## src/rtl/frame_packer.sv

```systemverilog
// frame_packer: captures one frame from a handshaked 8-bit pixel source and
// packs four pixels per 32-bit word. Each word goes out on a valid/ready
// write port at consecutive word addresses starting at BASE_ADDR.
module frame_packer #(
    parameter int OUT_WIDTH  = 800,
    parameter int OUT_HEIGHT = 600,
    parameter int ADDR_W     = 20,
    parameter int BASE_ADDR  = 0
) (
    input  logic              clock,
    input  logic              reset,
    input  logic              frame_go,
    output logic              busy,
    output logic              src_start,
    input  logic              src_start_ack,
    input  logic              src_valid,
    output logic              src_ready,
    input  logic [7:0]        src_pixel,
    output logic              wr_valid,
    input  logic              wr_ready,
    output logic [ADDR_W-1:0] wr_addr,
    output logic [31:0]       wr_data,
    output logic              frame_done
);

    localparam logic [18:0]       TOTAL_PIX = 19'(OUT_WIDTH * OUT_HEIGHT);
    localparam logic [ADDR_W-1:0] BASE      = ADDR_W'(BASE_ADDR);

    typedef enum logic [2:0] {IDLE, REQ, REL, STREAM, DONE} state_t;

    state_t            state_reg, state_next;
    logic [18:0]       pix_cnt_reg;
    logic [ADDR_W-1:0] word_cnt_reg;
    logic [1:0]        lane_reg;
    logic              wr_valid_reg;
    logic [ADDR_W-1:0] wr_addr_reg;
    logic [31:0]       wr_data_reg;
    logic              start_frame;
    logic              pix_xfer;
    logic              wr_accept;
    logic              slot_free;

    // The output slot can take a new word when empty or being emptied now.
    assign slot_free = !wr_valid_reg || wr_ready;
    assign pix_xfer  = src_valid && src_ready;
    assign wr_accept = wr_valid_reg && wr_ready;

    assign wr_valid = wr_valid_reg;
    assign wr_addr  = wr_addr_reg;
    assign wr_data  = wr_data_reg;

    // State register.
    always_ff @(posedge clock or posedge reset) begin
        if (reset) state_reg <= IDLE;
        else       state_reg <= state_next;
    end

    // Next-state and control outputs, decoded from the current state.
    always_comb begin
        state_next  = state_reg;
        src_start   = 1'b0;
        src_ready   = 1'b0;
        frame_done  = 1'b0;
        start_frame = 1'b0;
        busy        = (state_reg != IDLE);
        case (state_reg)
            IDLE: begin
                if (frame_go) begin
                    start_frame = 1'b1;
                    state_next  = REQ;
                end
            end
            REQ: begin
                src_start = 1'b1;
                if (src_start_ack) state_next = REL;
            end
            REL: begin
                // The source starts streaming once it sees start released.
                if (!src_start_ack) state_next = STREAM;
            end
            STREAM: begin
                src_ready = slot_free && (pix_cnt_reg < TOTAL_PIX);
                // All pixels taken and the final word leaving (or gone).
                if (pix_cnt_reg == TOTAL_PIX && slot_free) state_next = DONE;
            end
            DONE: begin
                frame_done = 1'b1;
                state_next = IDLE;
            end
            default: state_next = IDLE;
        endcase
    end

    // Holding registers for lanes 0..2; lane 3 goes straight into the word.
    for (genvar gi = 0; gi < 3; gi++) begin : g_lane
        logic [7:0] byte_reg;
        // Capture this lane's pixel when it is transferred.
        always_ff @(posedge clock or posedge reset) begin
            if (reset)                                   byte_reg <= '0;
            else if (pix_xfer && lane_reg == 2'(gi))     byte_reg <= src_pixel;
        end
    end

    // Counters and the write slot: load on lane-3 transfers, release on accept.
    always_ff @(posedge clock or posedge reset) begin
        if (reset) begin
            pix_cnt_reg  <= '0;
            word_cnt_reg <= '0;
            lane_reg     <= '0;
            wr_valid_reg <= 1'b0;
            wr_addr_reg  <= BASE;
            wr_data_reg  <= '0;
        end else if (start_frame) begin
            pix_cnt_reg  <= '0;
            word_cnt_reg <= '0;
            lane_reg     <= '0;
        end else begin
            if (wr_accept) word_cnt_reg <= word_cnt_reg + 1'b1;
            if (pix_xfer) begin
                pix_cnt_reg <= pix_cnt_reg + 19'd1;
                lane_reg    <= lane_reg + 2'd1;
            end
            if (pix_xfer && lane_reg == 2'd3) begin
                wr_valid_reg <= 1'b1;
                wr_data_reg  <= {src_pixel, g_lane[2].byte_reg,
                                 g_lane[1].byte_reg, g_lane[0].byte_reg};
                // A word accepted this same cycle already owns the current count.
                wr_addr_reg  <= BASE + word_cnt_reg
                                + {{(ADDR_W-1){1'b0}}, wr_accept};
            end else if (wr_accept) begin
                wr_valid_reg <= 1'b0;
            end
        end
    end

endmodule
```

## config.mk

```make
export PLATFORM = sky130hd
export DESIGN_NAME = frame_packer
export DESIGN_NICKNAME = d
export VERILOG_FILES = /design/src/rtl/frame_packer.sv
export SDC_FILE = /design/constraint.sdc
export NUM_CORES = 1
export LEC_CHECK = 0
export ABC_AREA = 0
export CAP_MARGIN = 20
export CORE_MARGIN = 5
export CORE_UTILIZATION = 30
export DETAILED_ROUTE_END_ITERATION = 10
export PLACE_DENSITY = 0.59
export SLEW_MARGIN = 20
export SYNTH_ARGS = -nofsm -noshare
export SYNTH_HDL_FRONTEND = slang
export SYNTH_SLANG_ARGS = --single-unit
export TNS_END_PERCENT = 1
```

## constraint.sdc

```tcl
create_clock -name clock -period 5.2 [get_ports clock]
set_clock_uncertainty 0.15 [all_clocks]
set_input_delay 0.78 -clock clock [delete_from_list [all_inputs] [get_ports clock]]
set_output_delay 0.78 -clock clock [all_outputs]
set_load 0.02 [all_outputs]
```

==> changes_impl.md <==
### Changed

* CTS tree: built
* Pwr Density at 494 nW/um^2
* Initial DRC count at 165
* Top logic family: multiplexers
* RSZ-0062 raised after global routing: false
* Tcrit/Tclk final at 0.640
* Minimum hold slack at 348 ps
* Setup_tns at 0 ps
* Placed cells at 788
* Layer with the highest usage: met2
* Element type at the critical path start: primary input
* Worst slew pin tran at 727 ps
* DRT Pass-1 Iters at 4
* Fin nets at 565
* Syn Area/Cell at 12.6 sq um
* Fa+ha+maj area frac at 0.0191
* Max FFs per register at 32
* Worst EP arrival at between 2000 and 2500 ps
* Synthesis-to-finish area growth at 24.8%
* Fp util at 0.304
* Max-Cap Viols at 0
* Layout fillers at ~1,900
* Die ar. at 22,600 sq um
* MUX share of area at 0.181
* Simple share at 0.156
* Top cell excl fill/tap: dfrtp_1
* Yosys stat area at between 5000 and 6000 sq um
* Status: finished clean
* Vias in the first global route at 3,933
* Most frequent cells in the layout: 121 x dfrtp_1, 70 x clkdlybuf4s50_1, 49 x mux2_4
* Syn nets at 491
* Largest net degree at the start of global routing at 83
* Slew margin rel. at 0.515
* Seq share, synth at 0.513
* Ys flop type: dfrtp_1
* Post-synth ARST share at 1.00
* Hold Vio Cnt, Final at 0
* DRT Wirelength at 11,900 microns
* M3 GR Usage at 0.0394
* Number of enable flip-flop cells at 0
* Routed Antenna Nets at 0
* Mapped Area at a little under 6000 sq um
* Fin crit period at 3330 ps
* Detail Placement HPWL at 8250 microns
* Kind of critical path: primary input to output port
* Vias at 3,702
* CTS Root Cell: clkbuf_16
* Final Max Slew Viols at 0
* Xor/xnor share of the synthesized area at 0.0727
* Crit. End Element: output port
* Final setup fails at 0
* Initial antenna violation count at 0
* Final Worst Setup Slack at 1870 ps
* YS warnings at 0
* # resized after CTS at 0
* H-tree levels at 4
* GPL Wtd Cong at 0.820
* Hold WC Path Type: flop to flop
* Mapped Cells at 468
* Drt wl/cell at around 15 microns
* Power Total at 3640 uW
* Gr ovfl total at 0
critical path, stage by stage:
cell and delay, ps:
clkdlybuf4s50_1 570, nand2b_1 260, nand2_1 80, nor2_1 100
clkdlybuf4s50_1 610
final timing paths:
path	start	slack, ps	end	cells past startpoint
worst max-delay path	wr_ready	1870	src_ready	5
worst min-delay path	g_lane[1].byte_reg[1]	350	wr_data[9]	1
worst max register to register	wr_valid	2710	wr_addr[18]	8
worst min register to register	g_lane[1].byte_reg[1]	350	wr_data[9]	1
max in group asynchronous	reset	3370	wr_data[27]	3
min in group asynchronous	reset	740	wr_data[3]	2
per-layer routing:
layer | part of all wire | wire length (microns)
met5 | 0 | 0
met1 | 0.46 | 5540
met4 | 0.017 | 204
met2 | 0.45 | 5360
met3 | 0.069 | 822
cell type report:
type	count	area, sq um	share of cell area
repair buffers	74	731	0.0991
well taps	265	332	0.0450
flip-flops and latches	121	3030	0.411
clock buffers	21	470	0.0638
clock inverters	11	96.3	0.0131
multi-input cells	317	2670	0.362
inverters	11	46.3	0.00628
synthesized netlist by cell type, drive strengths merged, types with 3 or more instances:
cell type,instances,share of area
ha,9,0.019
nand4,17,0.019
nand3,14,0.014
nor2,49,0.034
nor4,11,0.021
nor4b,5,0.0074
mux2,77,0.18
nand2b,3,0.0032
xnor2,29,0.043
inv,11,0.0070
nor3,11,0.010
and3,3,0.0032
buf,10,0.023
clkbuf,9,0.0057
and2,4,0.0042
and4,3,0.0044
dfrtp,121,0.51
a21oi,4,0.0034
o21ai,5,0.0042
xor2,20,0.030
nand2,34,0.026
power by group:
part / internal, uW / total (uW) / switching, uW
Combinational: 630 / 1130 / 503
Clock: 691 / 1110 / 420
Sequential: 1210 / 1400 / 191
Total: 2530 / 3640 / 1110
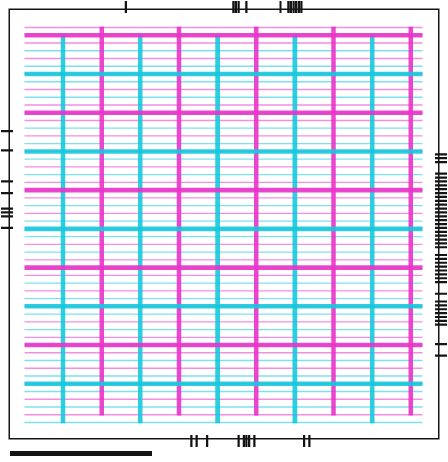
**Above:** floorplan with the power grid.
Bar = 50 microns. Pins as bars on the die edge.
[VDD] magenta
[VSS] cyan
met4 straps: 10
met1 rails: 52
rows: 51
met5 straps: 10
signal pins: 71
core area: 19,400 sq um
Die Y: 150 microns
worst vdd ir: 0.148 mV
chip width: 150 microns

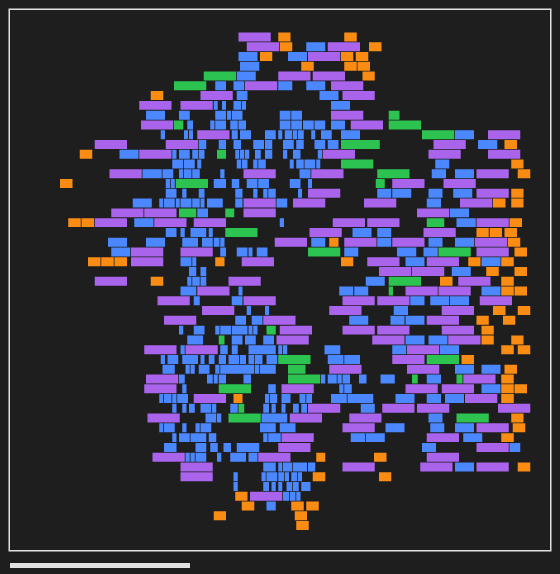
**Above:** cell classes on the final placement.
Bar = 50 microns.
[flops] purple | cells: 121 | share of their area: 43%
[clock drivers and dummy loads] green | cells: 32 | share of their area: 8.1%
[other buffers and delay cells] orange | cells: 74 | share of their area: 10%
[combinational and other logic] blue | cells: 328 | share of their area: 39%
row cnt: 51
sequential share of cell area: 0.411

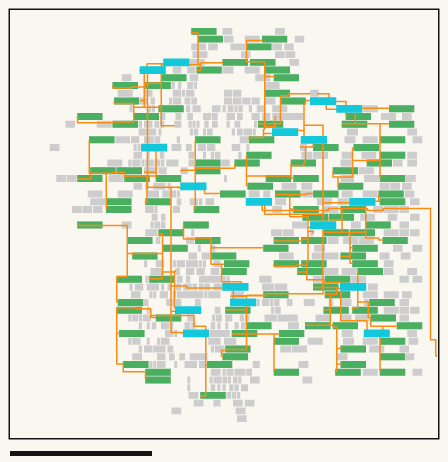
**Above:** routed clock nets over the placement.
Bar = 50 microns.
[flip-flops] green | count: 121
[clock wires] orange | length: 1,680 microns
[clock drivers] cyan | count: 17
routed clock nets: 18
Clk power: 1110 uW
Late-Pin Clk Latency: 420 ps
clock share of power: 0.305

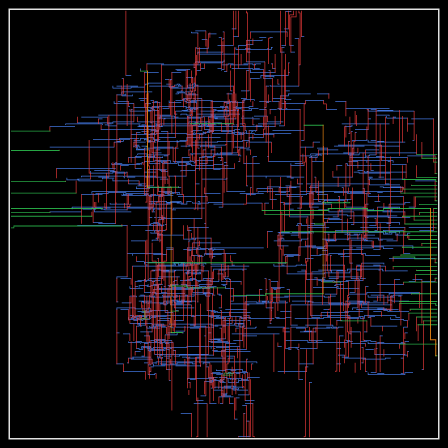
**Above:** metal layers overlaid.
[metal 2] red | wire length: 5,360 microns
[metal 1] blue | wire length: 5,540 microns
[metal 3] green | wire length: 822 microns
[metal 4] orange | wire length: 205 microns

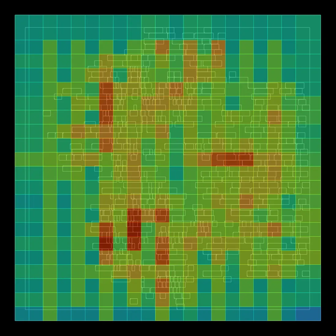
**Above:** routing congestion map.
met1 usage: 0.149
Final Util: 0.380

Power is estimated from default activity; no workload was simulated.
